==> config.mk <==
export PLATFORM = sky130hd
export DESIGN_NAME = div_share_arbiter
export DESIGN_NICKNAME = d
export VERILOG_FILES = /design/src/rtl/div_share_arbiter.sv
export SDC_FILE = /design/constraint.sdc
export NUM_CORES = 1
export LEC_CHECK = 0
export CAP_MARGIN = 5
export CELL_PAD_IN_SITES_DETAIL_PLACEMENT = 1
export CELL_PAD_IN_SITES_GLOBAL_PLACEMENT = 1
export CORE_ASPECT_RATIO = 1.25
export CORE_UTILIZATION = 29
export CTS_BUF_LIST = sky130_fd_sc_hd__clkbuf_8
export DETAILED_ROUTE_END_ITERATION = 7
export GPL_TIMING_DRIVEN = 0
export PLACE_DENSITY_LB_ADDON = 0.1
export SLEW_MARGIN = 10
export SYNTH_ARGS = -nofsm -noshare
export SYNTH_HDL_FRONTEND = slang
export SYNTH_SLANG_ARGS = --single-unit
==> constraint.sdc <==
create_clock -name Clock -period 1.6 [get_ports Clock]
set_input_delay 0.32 -clock Clock [delete_from_list [all_inputs] [get_ports Clock]]
set_output_delay 0.32 -clock Clock [all_outputs]
set_load 0.01 [all_outputs]
Figure 1. Clock nets (run 1).
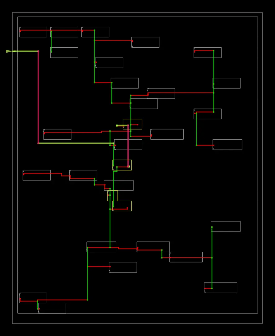
clock tree buffer count of the final layout: 3
reported clock group power: 0.423 mW
clk_skew: 0.00692 ns
source-to-sink clock delay at the later pin of the worst-skew pair: 0.28 ns
number of clock sinks seen by CTS: 27

Figure 2. Port wiring (run 1).
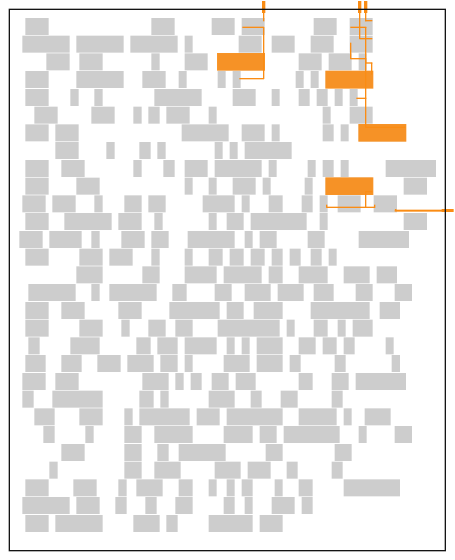
[orange] resp_quotient | bits: 4 | direction: output | edge: 3 north, 1 east | end cells: 4 | buffers: 4 | wire: 76.0 um
number of port buffers: 53
number of top-level pins: 55

Figure 3. Selected gate families (run 1).
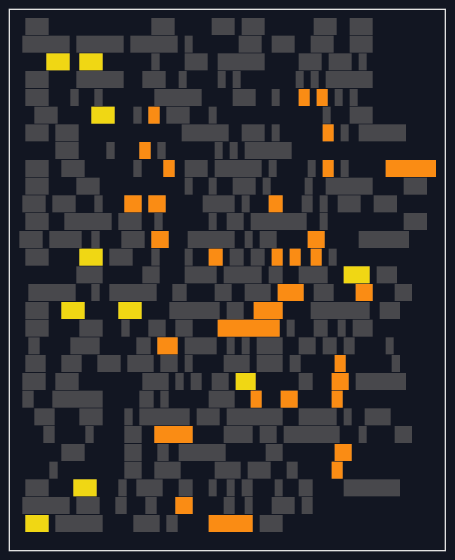
[orange] aoi and oai cells | cells: 32 | most used: o21ai_0
[yellow] non-inverting ao/oa cells | cells: 10 | most used: o211a_1
top logic cell by instance count in the layout: sky130_fd_sc_hd__nand2_1
non-filler instance count after layout: 323
multi-input combinational area share: 42.2%

Figure 4. Clock wires, drivers and flops (run 1).
Bar = 20 um.
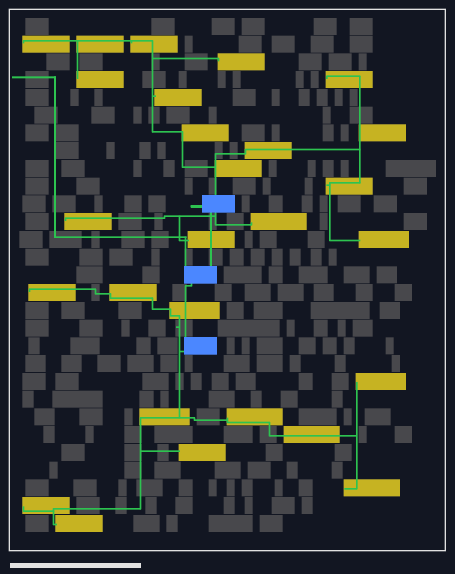
[blue] clock-net drivers | count: 3
[green] clock wires | length: 409 um
[yellow] flip-flops | count: 27
flops lie: all over the die
share of total power in the clock network: 13.7%

==> summary.txt <==
Results of the run.

The flow ran to the end, but the final reports show violations. The checks that failed: setup timing. Per the placement report, the placed cell count is 303. The clock buffer and inverter area fraction after layout is 1.99%. The total setup violations reported at the end of the flow is 10. The number of instances in the synthesized netlist is 188. Dividing total power by cell area gives a power density of approximately 1300 nW/um2. For met1 alone, demand over resource in global routing was 21.2%. The fraction of post-synthesis cell area in the top cell type by area is 35.7%. Setup repair after global routing could not meet its margin everywhere. The buffering stage count on the worst path with inverters included is 2. Per the Yosys statistics, synthesis produced 188 cells. The count of nets after finishing is 295. Per the synth log, the flip-flop and latch total comes to 27.

The sequential power share is 32.9%. The final core area utilization is 48.5%. The wire-length estimate of the detail-placed layout is 3.28 mm.

The depth of the CTS H-tree is 1. The worst-case setup margin in the final layout is -0.0905 ns. The met3 capacity usage during global routing is 2.75%.

The leading area contributor after synthesis is sky130_fd_sc_hd__dfxtp_1. STA classifies the critical path startpoint as a flip-flop. In the final design, more cell area goes to logic gates than to any other class. The synthesis log from Yosys contains 0 warnings. The leakage component of the power is ~1.1 nW. The main area contributors are sky130_fd_sc_hd__dfxtp_1, sky130_fd_sc_hd__mux2i_1, sky130_fd_sc_hd__nand2_1.

The number of vias after detailed routing is between 1500 and 2000. The tree is rooted in a sky130_fd_sc_hd__clkbuf_8. The slew of the pin with the lowest slew margin is approximately 0.56 ns. The biggest slice of the total power is consumed by combinational cells.

Once detail routing completed, the nets flagged for antenna violations numbered 0. The design has 27 sequential cells. The final routed wire length divided by cell count is between 10 and 15 um. According to the floorplan report, the placeable core area is 5040 um2. The routed design uses 174 um of met3 wire.

The final max-slew violation count recorded for this run is 0. The worst endpoint required time is 1.28 ns. The post-detailed-placement cell area is 2140 um2. The cell sequence reported for the critical path is nor3_4, buf_6, o21ai_4, nor2_1, buf_2. The layout report lists the non-clock buffer share of cell area as 28.6%. The total power is roughly 3.1 mW. The script parses the final routing iteration and logs DRC violations as 0. The number of buffers created by CTS is 3. The yosys-reported design area after synthesis is 1510 um2.

The total number of multi-input combinational cells is 142. The most common logic cells in the final layout are sky130_fd_sc_hd__nand2_1, sky130_fd_sc_hd__clkdlybuf4s50_1, sky130_fd_sc_hd__dfxtp_1. The netlist area before placement is 1510 um2. The worst slack at placement is -0.879 ns. The routed design has 4.83 mm of wire. The via count of the first global-routing pass is 1540. After clock tree synthesis, the setup repair step added 7 buffers.

The sequential portion of the cell area is a little under a quarter. Across the whole layout, storage elements account for 561 um2. The mean instance size in the synthesized netlist is 8.05 um2. Signal routing reaches up to met4.

According to the hold report, the worst path is of the input pin to flip-flop type. Setup total negative slack on the finished layout was measured at -0.673 ns. The power of the sequential group is 1.02 mW. The initial antenna violation count was 0. The total internal power is between 1.5 and 2 mW. The setup slack on the worst flop-to-flop path is -0.05 ns. The tool warning count is 29. Summed over all layers, the global routing overflow is 0. The switching power is 1.15 mW. The net switching share of the total power is 37.2%. Of the available clock period, the critical path in the final layout requires 106%. The chip occupies approximately 5500 um2. The depth of the worst hold-timing path is 3.

At the floorplan stage, the core utilization is reported as 30.0%. Entering global routing, the biggest net connects 17 pins. The share of the Yosys chip area taken by registers is 35.7%. For this run, global-route usage on met2 was measured as approximately 33%.

Final hold analysis gives a worst-case slack of 0.416 ns. Per the timing report, the achievable frequency comes out to around 600 MHz. The global-route total usage across every layer is 17.7%.

The number of inserted diodes is 0. The combinational power share is 53.5%. In this run the horizontal extent of the chip is about 67 um. The number of buffers inserted for hold repair after clock tree synthesis is 0. Synthesis produced a netlist with a net count of 221. The depth of the worst register-to-register path is 6.

The maximum fanout count along the critical path is 5. The count of unique library cells instantiated by Yosys is 36. Across the placement rows, the number of tap cells is 62. On the worst path, the slowest cell contributes a delay of 0.40 ns.
## run 1: synthesized netlist by cell type (all sizes together)
cell and instances:
mux2i 18, dfxtp 27, and3 1, buf 5, o21ai 14, nand2b 3
a21boi 8, a221oi 1, a21oi 1, nor3b 1, o22ai 3, o211a 8
nand4b 2, nor2b 3, nor3 3, inv 7, o211ai 1, o2111a 1
a31o 1, and2 2, nand2 44, or3 1, a211oi 3, nor2 11
clkbuf 7, and3b 1, mux2 1, nand3 4, or2b 1, ha 2
a32oi 1, nor4 2
## run 1: cells by family after synthesis
logic type | Yosys count | share of synthesized area (%)
adder cells (fa/ha/maj) | 2 | 1.65
buffers and inverters | 19 | 5.62
AND/OR/NAND/NOR | 79 | 24.1
AND-OR/OR-AND | 42 | 20.3
flip-flops | 27 | 35.7
multiplexers | 19 | 12.7
No activity file was given, so power comes from the tool's default toggle rates.
